[config.mk]
export PLATFORM = sky130hd
export DESIGN_NAME = alu_issue_ctrl
export DESIGN_NICKNAME = d
export VERILOG_FILES = /design/src/rtl/alu_pkg.sv /design/src/rtl/alu_req_fifo.sv /design/src/rtl/alu_issue_ctrl.sv
export SDC_FILE = /design/constraint.sdc
export NUM_CORES = 1
export LEC_CHECK = 0
export ABC_AREA = 1
export CORE_MARGIN = 2
export CORE_UTILIZATION = 53
export DETAILED_ROUTE_END_ITERATION = 8
export PLACE_DENSITY = 0.79
export SLEW_MARGIN = 20
export SYNTH_ARGS = -nofsm -noshare
export SYNTH_HDL_FRONTEND = slang
export SYNTH_SLANG_ARGS = --single-unit
[constraint.sdc]
create_clock -name clk -period 3.7 [get_ports clk]
set_input_delay 0.74 -clock clk [delete_from_list [all_inputs] [get_ports clk]]
set_output_delay 0.74 -clock clk [all_outputs]
set_load 0.05 [all_outputs]
[src/rtl/alu_pkg.sv]
// Shared types for the ALU issue front end: opcodes, FSM states, the queued
// request record and the overflow-flag rule.
package alu_pkg;

    localparam logic [2:0] ALU_OP_NOP = 3'b111;
    localparam int         REQ_TAG_W  = 4;

    typedef enum logic [2:0] {
        OP_ADD = 3'b000,
        OP_MUL = 3'b001,
        OP_SUB = 3'b010,
        OP_AND = 3'b011,
        OP_OR  = 3'b100,
        OP_XOR = 3'b101,
        OP_NOT = 3'b110,
        OP_NOP = ALU_OP_NOP
    } alu_op_e;

    typedef enum logic [1:0] {
        ST_IDLE  = 2'd0,
        ST_DRIVE = 2'd1,
        ST_RESP  = 2'd2
    } state_e;

    typedef struct packed {
        logic [15:0]          a;
        logic [15:0]          b;
        alu_op_e              op;
        logic [REQ_TAG_W-1:0] tag;
    } alu_req_t;

    // bit 0: carry out of ADD or non-zero upper half of MUL; bit 1: SUB borrow
    function automatic logic [1:0] calc_ovf(alu_op_e op, logic [15:0] a, logic [15:0] b,
                                            logic [15:0] result_hi);
        logic [1:0] ovf;
        ovf = '0;
        case (op)
            OP_ADD:  ovf[0] = result_hi[0];
            OP_MUL:  ovf[0] = |result_hi;
            OP_SUB:  ovf[1] = (a < b);
            default: ovf = '0;
        endcase
        return ovf;
    endfunction

endpackage

[src/rtl/alu_req_fifo.sv]
// Synchronous request FIFO: wrap-around pointers plus an occupancy counter.
// A pop never frees a slot for a push in the same cycle (push is gated by full).
module alu_req_fifo
    import alu_pkg::*;
#(
    parameter int DEPTH = 4
) (
    input  logic     clk,
    input  logic     rst,
    input  logic     push_i,
    input  alu_req_t data_i,
    output logic     full_o,
    input  logic     pop_i,
    output alu_req_t data_o,
    output logic     empty_o
);
    localparam int PTR_W = $clog2(DEPTH);
    localparam int CNT_W = PTR_W + 1;

    alu_req_t         mem_q [DEPTH];
    logic [PTR_W-1:0] wr_ptr_q, wr_ptr_d;
    logic [PTR_W-1:0] rd_ptr_q, rd_ptr_d;
    logic [CNT_W-1:0] count_q, count_d;
    logic             do_push, do_pop;

    assign full_o  = (count_q == CNT_W'(DEPTH));
    assign empty_o = (count_q == '0);
    assign do_push = push_i && !full_o;
    assign do_pop  = pop_i && !empty_o;
    assign data_o  = mem_q[rd_ptr_q];

    // NOTE: every always_comb output gets a default first so no path leaves it unassigned (no latch).
    always_comb begin
        wr_ptr_d = wr_ptr_q;
        rd_ptr_d = rd_ptr_q;
        count_d  = count_q;
        if (do_push) wr_ptr_d = wr_ptr_q + PTR_W'(1);
        if (do_pop)  rd_ptr_d = rd_ptr_q + PTR_W'(1);
        case ({do_push, do_pop})
            2'b10:   count_d = count_q + CNT_W'(1);
            2'b01:   count_d = count_q - CNT_W'(1);
            default: count_d = count_q;
        endcase
    end

    // NOTE: sequential state uses non-blocking assignments so all registers update together at the edge.
    always_ff @(posedge clk) begin
        if (rst) begin
            wr_ptr_q <= '0;
            rd_ptr_q <= '0;
            count_q  <= '0;
        end else begin
            wr_ptr_q <= wr_ptr_d;
            rd_ptr_q <= rd_ptr_d;
            count_q  <= count_d;
        end
    end

    // NOTE: storage is not reset; the pointers and count define which entries are meaningful.
    always_ff @(posedge clk) begin
        if (do_push) mem_q[wr_ptr_q] <= data_i;
    end

endmodule

[src/rtl/alu_issue_ctrl.sv]
// Valid/ready front end that queues ALU requests, holds them on the ALU for SETTLE
// cycles, and returns the captured result. Optional build macro: ALU_ISSUE_OPCODE_CHECK_EN.
module alu_issue_ctrl
    import alu_pkg::*;
#(
    parameter int DEPTH  = 4,
    parameter int SETTLE = 1,
    parameter int TAG_W  = REQ_TAG_W  // must equal the tag width of alu_req_t
) (
    input  logic             clk,
    input  logic             rst,
    input  logic             req_valid,
    output logic             req_ready,
    input  logic [15:0]      req_a,
    input  logic [15:0]      req_b,
    input  logic [2:0]       req_op,
    input  logic [TAG_W-1:0] req_tag,
    output logic [15:0]      alu_a,
    output logic [15:0]      alu_b,
    output logic [2:0]       alu_op,
    input  logic [31:0]      alu_result,
    output logic             rsp_valid,
    input  logic             rsp_ready,
    output logic [31:0]      rsp_result,
    output logic [1:0]       rsp_ovf,
    output logic [TAG_W-1:0] rsp_tag,
    output logic             rsp_err,
    output logic             busy
);
    localparam int               CNT_W    = (SETTLE > 1) ? $clog2(SETTLE) : 1;
    localparam logic [CNT_W-1:0] CNT_LOAD = CNT_W'(SETTLE - 1);

    state_e           state_q, state_d;
    logic [CNT_W-1:0] cnt_q, cnt_d;
    logic [15:0]      alu_a_q, alu_a_d;
    logic [15:0]      alu_b_q, alu_b_d;
    alu_op_e          alu_op_q, alu_op_d;
    logic [TAG_W-1:0] tag_q, tag_d;
    logic [31:0]      rsp_result_q, rsp_result_d;
    logic [1:0]       rsp_ovf_q, rsp_ovf_d;
    logic             rsp_err_q, rsp_err_d;

    alu_req_t push_req, head_req;
    logic     fifo_full, fifo_empty, fifo_pop;
    logic     nop_reject;

    assign push_req.a   = req_a;
    assign push_req.b   = req_b;
    assign push_req.op  = alu_op_e'(req_op);
    assign push_req.tag = req_tag;

    alu_req_fifo #(.DEPTH(DEPTH)) u_fifo (
        .clk     (clk),
        .rst     (rst),
        .push_i  (req_valid),
        .data_i  (push_req),
        .full_o  (fifo_full),
        .pop_i   (fifo_pop),
        .data_o  (head_req),
        .empty_o (fifo_empty)
    );

`ifdef ALU_ISSUE_OPCODE_CHECK_EN
    assign nop_reject = (head_req.op == OP_NOP);
`else
    assign nop_reject = 1'b0;
`endif

    always_comb begin
        state_d      = state_q;
        cnt_d        = cnt_q;
        alu_a_d      = alu_a_q;
        alu_b_d      = alu_b_q;
        alu_op_d     = alu_op_q;
        tag_d        = tag_q;
        rsp_result_d = rsp_result_q;
        rsp_ovf_d    = rsp_ovf_q;
        rsp_err_d    = rsp_err_q;
        fifo_pop     = 1'b0;
        case (state_q)
            ST_IDLE: begin
                if (!fifo_empty) begin
                    fifo_pop = 1'b1;
                    tag_d    = head_req.tag;
                    if (nop_reject) begin
                        // rejected opcode: answer immediately, ALU lines stay idle
                        rsp_result_d = '0;
                        rsp_ovf_d    = '0;
                        rsp_err_d    = 1'b1;
                        state_d      = ST_RESP;
                    end else begin
                        alu_a_d  = head_req.a;
                        alu_b_d  = head_req.b;
                        alu_op_d = head_req.op;
                        cnt_d    = CNT_LOAD;
                        state_d  = ST_DRIVE;
                    end
                end
            end
            ST_DRIVE: begin
                if (cnt_q == '0) begin
                    rsp_result_d = alu_result;
                    rsp_ovf_d    = calc_ovf(alu_op_q, alu_a_q, alu_b_q, alu_result[31:16]);
                    rsp_err_d    = 1'b0;
                    state_d      = ST_RESP;
                end else begin
                    cnt_d = cnt_q - CNT_W'(1);
                end
            end
            ST_RESP: begin
                if (rsp_ready) begin
                    alu_a_d  = '0;
                    alu_b_d  = '0;
                    alu_op_d = OP_NOP;
                    state_d  = ST_IDLE;
                end
            end
            default: state_d = ST_IDLE;
        endcase
    end

    always_ff @(posedge clk) begin
        if (rst) begin
            state_q      <= ST_IDLE;
            cnt_q        <= '0;
            alu_a_q      <= '0;
            alu_b_q      <= '0;
            alu_op_q     <= OP_NOP;
            tag_q        <= '0;
            rsp_result_q <= '0;
            rsp_ovf_q    <= '0;
            rsp_err_q    <= 1'b0;
        end else begin
            state_q      <= state_d;
            cnt_q        <= cnt_d;
            alu_a_q      <= alu_a_d;
            alu_b_q      <= alu_b_d;
            alu_op_q     <= alu_op_d;
            tag_q        <= tag_d;
            rsp_result_q <= rsp_result_d;
            rsp_ovf_q    <= rsp_ovf_d;
            rsp_err_q    <= rsp_err_d;
        end
    end

    assign req_ready  = !fifo_full;
    assign alu_a      = alu_a_q;
    assign alu_b      = alu_b_q;
    assign alu_op     = alu_op_q;
    assign rsp_valid  = (state_q == ST_RESP);
    assign rsp_result = rsp_result_q;
    assign rsp_ovf    = rsp_ovf_q;
    assign rsp_tag    = tag_q;
    assign rsp_err    = rsp_err_q;
    assign busy       = !fifo_empty || (state_q != ST_IDLE);

endmodule

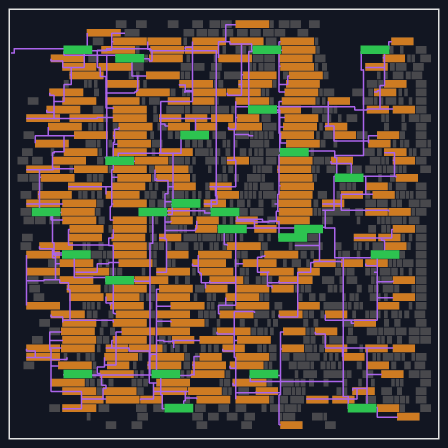
Run 1: clock wires, drivers and flops
[clock wires] purple | length: 2430 um
[clock-net drivers] green | count: 24
[flip-flops] orange | count: 240
flops lie: widely spread

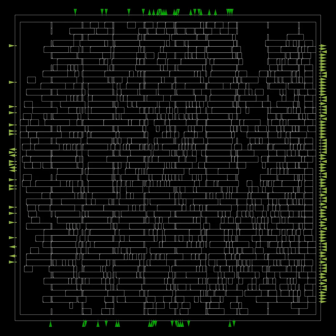
Run 1: placement view
Non-Filler Instances: 1198
utilization after layout: 0.682
flop count: 240
well tap count: 225

==> impl_metrics.toml, run 1 <==
# yosys + openroad results
[status]
status = "completed"

[floorplanning]
dieArea_um2 = 18600
fp.dieW_um = 136
chipHeight_um = 136

[cells_and_area]
layout.clock_buffers = 39
layout.area.comb_um2 = 2540
buffers = 165
fill_cells = 1301
top_library_cells_by_usage_in_the_layout_fill_and_taps_aside = "156 x sky130_fd_sc_hd__edfxtp_1, 150 x sky130_fd_sc_hd__clkdlybuf4s50_1, 116 x sky130_fd_sc_hd__nand2_1, 109 x sky130_fd_sc_hd__nor2_1, 91 x sky130_fd_sc_hd__o21ai_0"
bufAreaShareNonClock = 0.137

[power_and_ir_drop]
seq_cell_power_w = 0.00375
comb_cell_power_w = 0.00460
power_switching_share = 0.413
power.largest_group = "combinational logic"

[clock_tree]
latest_clock_arrival_within_the_worst_skew_pair_ns = 0.51
cts_setup_buffers = 0
clock_tree_from_tritoncts = "built"

[route]
detail_route.first_pass.iterations = 5
detail_route.drc_violations = 0
detailroute.wirelength.met2_um = 9820
antenna_left = 0

[timing]
final_critical_path_setup_slack_ns = 0.989
worst_slew_pin_slew_ns = 0.880

[synth]
ys_types = 34
top_logic_kind = "AND-OR/OR-AND gates"
yosys.stat.seqShare = 0.685
count_of_library_flops_with_an_enable_pin = 156
post_synth_mux_area_share = 0
cells_after_synth = 811
dominantRegCellSynth = "sky130_fd_sc_hd__edfxtp_1"
yosys.area_share.simple = 0.113
area_fraction_in_compound_gates = 0.128
syn_area_um2 = 9300

[placement]
portBuffers = 150

[hold_path]
timing.hold.worst_path_depth = 1
worst_hold_startpoint = "u_fifo.count_q[0]"

[global_routing]
antenna_found_initial = 0
vias_in_the_first_global_route = 6299

[setup_path]
critical_path.slowest_cell = "sky130_fd_sc_hd__clkdlybuf4s50_1"
timing.critical_path.arrival_ns = 1.97
worst_setup_path_startpoint = "state_q[0]"
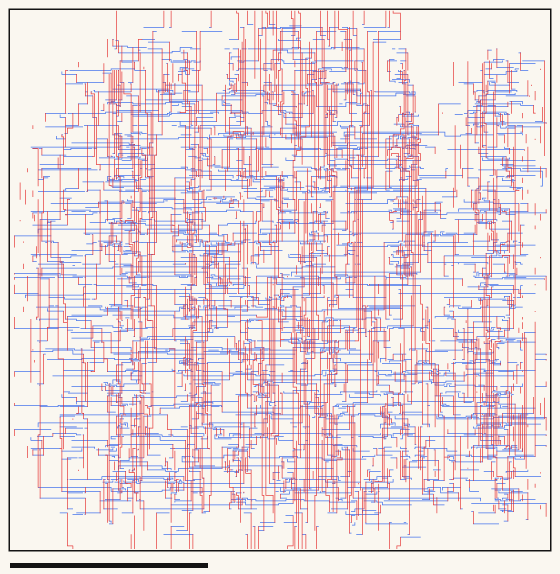
Run 1: routed metal, one colour a layer
Bar = 50 um. Two of the layers only.
[M2] red | wire length: 9820 um
[M1] blue | wire length: 8740 um

Run 1, cells coloured by class:
Bar = 50 um.
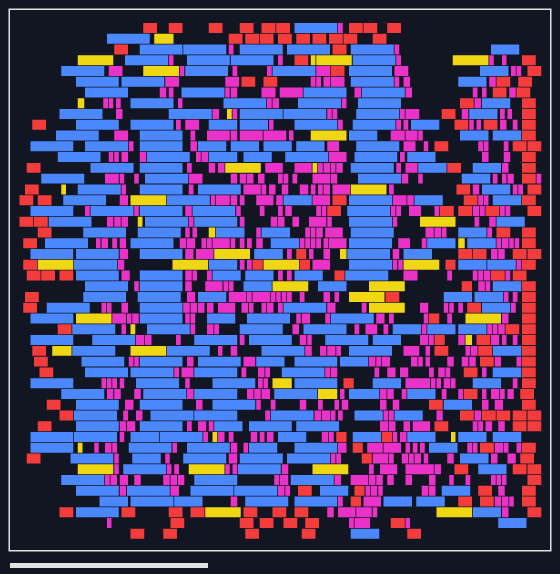

--- run 2 (diff from run 1) ---
==> constraint.sdc (replaced) <==
create_clock -name clk -period 2.6 [get_ports clk]
set_input_delay 0.52 -clock clk [delete_from_list [all_inputs] [get_ports clk]]
set_output_delay 0.52 -clock clk [all_outputs]
set_load 0.05 [all_outputs]
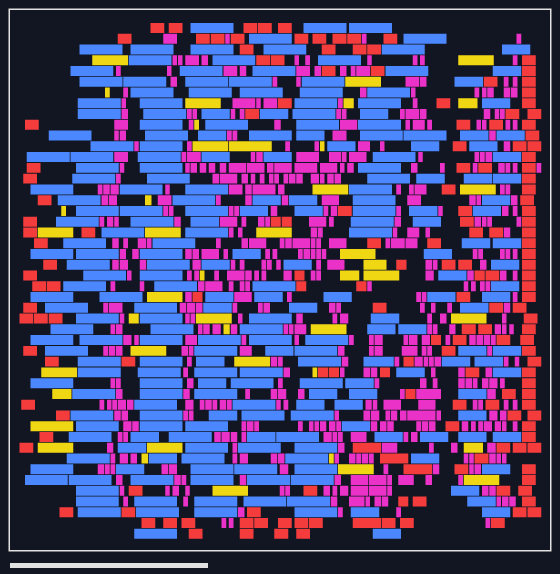
Run 2: cells coloured by class
Bar = 50 um.
[remaining buffers and delay cells] red | cells: 169 | share of their area: 15%
[clock drivers and dummy loads] yellow | cells: 43 | share of their area: 6.8%
[remaining logic cells] magenta | cells: 524 | share of their area: 24%
[registers] blue | cells: 240 | share of their area: 55%

==> impl_metrics.toml, run 2 <==
# yosys + openroad results
[global_routing]
globalRoute.busiestLayer = "met2"
antenna_found_initial = 0
vias_in_the_first_global_route = 6376
largest_net_degree_at_the_start_of_global_routing = 79

[cells_and_area]
post_route_cells_drive_above_1_share = 0.0779
clockNetworkAreaShare = 0.0665
layout.clock_buffers = 35
top_library_cells_by_usage_in_the_layout_fill_and_taps_aside = "156 x sky130_fd_sc_hd__edfxtp_1, 150 x sky130_fd_sc_hd__clkdlybuf4s50_1, 116 x sky130_fd_sc_hd__nand2_1, 109 x sky130_fd_sc_hd__nor2_1, 91 x sky130_fd_sc_hd__o21ai_0"
dominant_cells = "flip-flops and latches"
largest_register_ffs = 156
layout.area.comb_um2 = 2540
buffers = 169
ff_count = 240
bufAreaShareNonClock = 0.143
final_layout_top_logic_cell = "sky130_fd_sc_hd__edfxtp_1"

[clock_tree]
cts_setup_buffers = 0
clock_tree_from_tritoncts = "built"
cts-root-to-sink-buffers = 3
clk_pin_slew_worst_paths_ns = 0.06
latest_clock_arrival_within_the_worst_skew_pair_ns = 0.52

[setup_path]
critPathCapture = "busy"
worst-setup-path-type = "reg -> out"
timing.critical_path.arrival_ns = 1.97
worst_setup_path_startpoint = "state_q[0]"
worstReg2RegEnd = "u_fifo.count_q[2]"
critical_path.slowest_cell = "sky130_fd_sc_hd__clkdlybuf4s50_1"

[route]
total_detailed_routing_wirelength_um = 21700
topRoutingLayerUsed = "met4"
detail_route.drc_violations = 0
detail_route.first_pass.iterations = 5
antenna_left = 0
m1WireLength_um = 8860
detail_routed_net_length_per_standard_cell_um = 18.0
detailroute.wirelength.met2_um = 10600

[floorplanning]
fp.dieW_um = 136
top_level_ports = 152
dieArea_um2 = 18600
chipHeight_um = 136
tapcell.inserted = 225

[placement]
portBuffers = 150

[synth]
cells_after_synth = 811
synth_top_cell_by_area = "sky130_fd_sc_hd__edfxtp_1"
ys_types = 34
ys_warn_count = 0
yosys_cells = 811
count_of_library_flops_with_an_enable_pin = 156
synth_flop_count = 240
yosys.area_share.simple = 0.113
post_synth_mux_area_share = 0
dominantRegCellSynth = "sky130_fd_sc_hd__edfxtp_1"
area_fraction_in_compound_gates = 0.128
top_logic_kind = "AND-OR/OR-AND gates"
yosys.stat.seqShare = 0.685
syn_area_um2 = 9300

[power_and_ir_drop]
power.largest_group = "combinational logic"
power.combinational.fraction = 0.433
power_density_normalized_to_cell_area_nw_per_um2 = 1300
clock_net_power_w = 0.00341
comb_cell_power_w = 0.00668
power_switching_share = 0.413
cell_internal_pwr_w = 0.00906
vdd.ir_drop.worst_uv = 802
seq_cell_power_w = 0.00535

[timing]
worst_slew_pin_slew_ns = 0.821
final_critical_path_setup_slack_ns = 0.113

[status]
status = "completed"

[hold_path]
timing.hold.worst_path_depth = 1
worst_hold_startpoint = "u_fifo.count_q[0]"
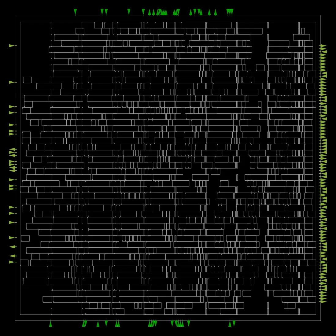
Run 2: placement view
proportion of cell area occupied by registers: 0.537
filler instances: 1252
utilization after layout: 0.688
Non-Filler Instances: 1201
area of the core: 17200 um2

Run 2, routed metal, one colour a layer:
Bar = 50 um. Two of the layers only.
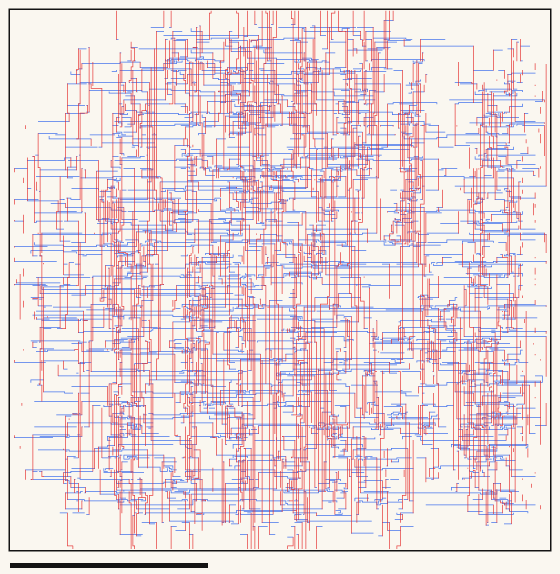

--- run 3 (diff from run 2) ---
==> constraint.sdc (replaced) <==
create_clock -name clk -period 2.6 [get_ports clk]
set_input_delay 0.52 -clock clk [delete_from_list [all_inputs] [get_ports clk]]
set_output_delay 0.52 -clock clk [all_outputs]
set_load 0.005 [all_outputs]
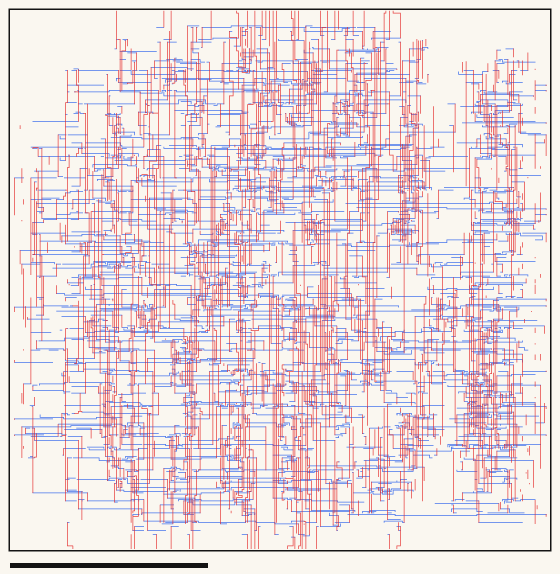
Run 3: routed metal, one colour a layer
Bar = 50 um. Two of the layers only.
[M1] blue | wire length: 9010 um
[M2] red | wire length: 10300 um

==> impl_metrics.toml, run 3 <==
# yosys + openroad results
[floorplanning]
tapcell.inserted = 225
fp.dieW_um = 136
chipHeight_um = 136
top_level_ports = 152
floorplanUtilization = 0.539
dieArea_um2 = 18600
core_region_area_um2 = 17200

[power_and_ir_drop]
power.largest_group = "registers"
power_switching_share = 0.346
cell_internal_pwr_w = 0.00893
vdd.ir_drop.worst_uv = 608
clock_net_power_w = 0.00330
power_density_normalized_to_cell_area_nw_per_um2 = 1150
comb_cell_power_w = 0.00500
power.combinational.fraction = 0.367
seq_cell_power_w = 0.00534

[route]
m1WireLength_um = 9010
detailroute.wirelength.met2_um = 10300
via_per_inst = 5.54
topRoutingLayerUsed = "met4"
detail_route.first_pass.iterations = 5
drt_iter0_drc = 351
total_detailed_routing_wirelength_um = 21500
detail_route.drc_violations = 0

[clock_tree]
latest_clock_arrival_within_the_worst_skew_pair_ns = 0.53
clk_pin_slew_worst_paths_ns = 0.06
cts-root-to-sink-buffers = 3
clock_tree_from_tritoncts = "built"

[setup_path]
timing.critical_path.max_delay_family = "buffers and inverters"
critical_path.slowest_cell = "sky130_fd_sc_hd__clkdlybuf4s50_1"
worst_setup_path_startpoint = "state_q[0]"
critPathCapture = "busy"
cp_max_fo = 3
worstReg2RegEnd = "u_fifo.count_q[2]"

[synth]
area_fraction_in_compound_gates = 0.128
yosys.area_share.simple = 0.113
yosys.stat.seqShare = 0.685
async_reset_ff_frac = 0
synth_top_cell_by_area = "sky130_fd_sc_hd__edfxtp_1"
top_logic_kind = "AND-OR/OR-AND gates"
syn_area_um2 = 9300
ys_types = 34
mappedNetlistNets = 907
cells_after_synth = 811
yosys_cells = 811
post_synth_mux_area_share = 0
netlist.top_cell.by_instances = "sky130_fd_sc_hd__edfxtp_1"
ys_warn_count = 0
synth_flop_count = 240
dominantRegCellSynth = "sky130_fd_sc_hd__edfxtp_1"

[status]
status = "completed"

[global_routing]
largest_net_degree_at_the_start_of_global_routing = 79
vias_in_the_first_global_route = 6432
antenna_found_initial = 0

[run]
warning_count = 30

[timing]
fin_skew_ns = 0.0111
worst_slew_pin_slew_ns = 0.825

[cells_and_area]
multi_input_gate_share_of_the_layout_cell_area = 0.215
final_layout_top_logic_cell = "sky130_fd_sc_hd__edfxtp_1"
largest_register_ffs = 156
ff_count = 240
post_route_cells_drive_above_1_share = 0.0775
dominant_cells = "flip-flops and latches"
clockNetworkAreaShare = 0.0644
top_library_cells_by_usage_in_the_layout_fill_and_taps_aside = "156 x sky130_fd_sc_hd__edfxtp_1, 150 x sky130_fd_sc_hd__clkdlybuf4s50_1, 116 x sky130_fd_sc_hd__nand2_1, 109 x sky130_fd_sc_hd__nor2_1, 91 x sky130_fd_sc_hd__o21ai_0"
bufAreaShareNonClock = 0.144
layout.area.comb_um2 = 2540

[placement]
portBuffers = 150

[hold_path]
worst_hold_startpoint = "u_fifo.count_q[0]"
whs_endpoint = "u_fifo.count_q[0]"
timing.hold.worst_path_depth = 1
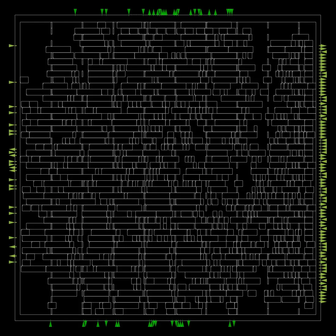
Run 3: placement view
utilization after layout: 0.687
Non-Filler Instances: 1206
Row Count: 48
proportion of cell area occupied by registers: 0.537
filler instances: 1313

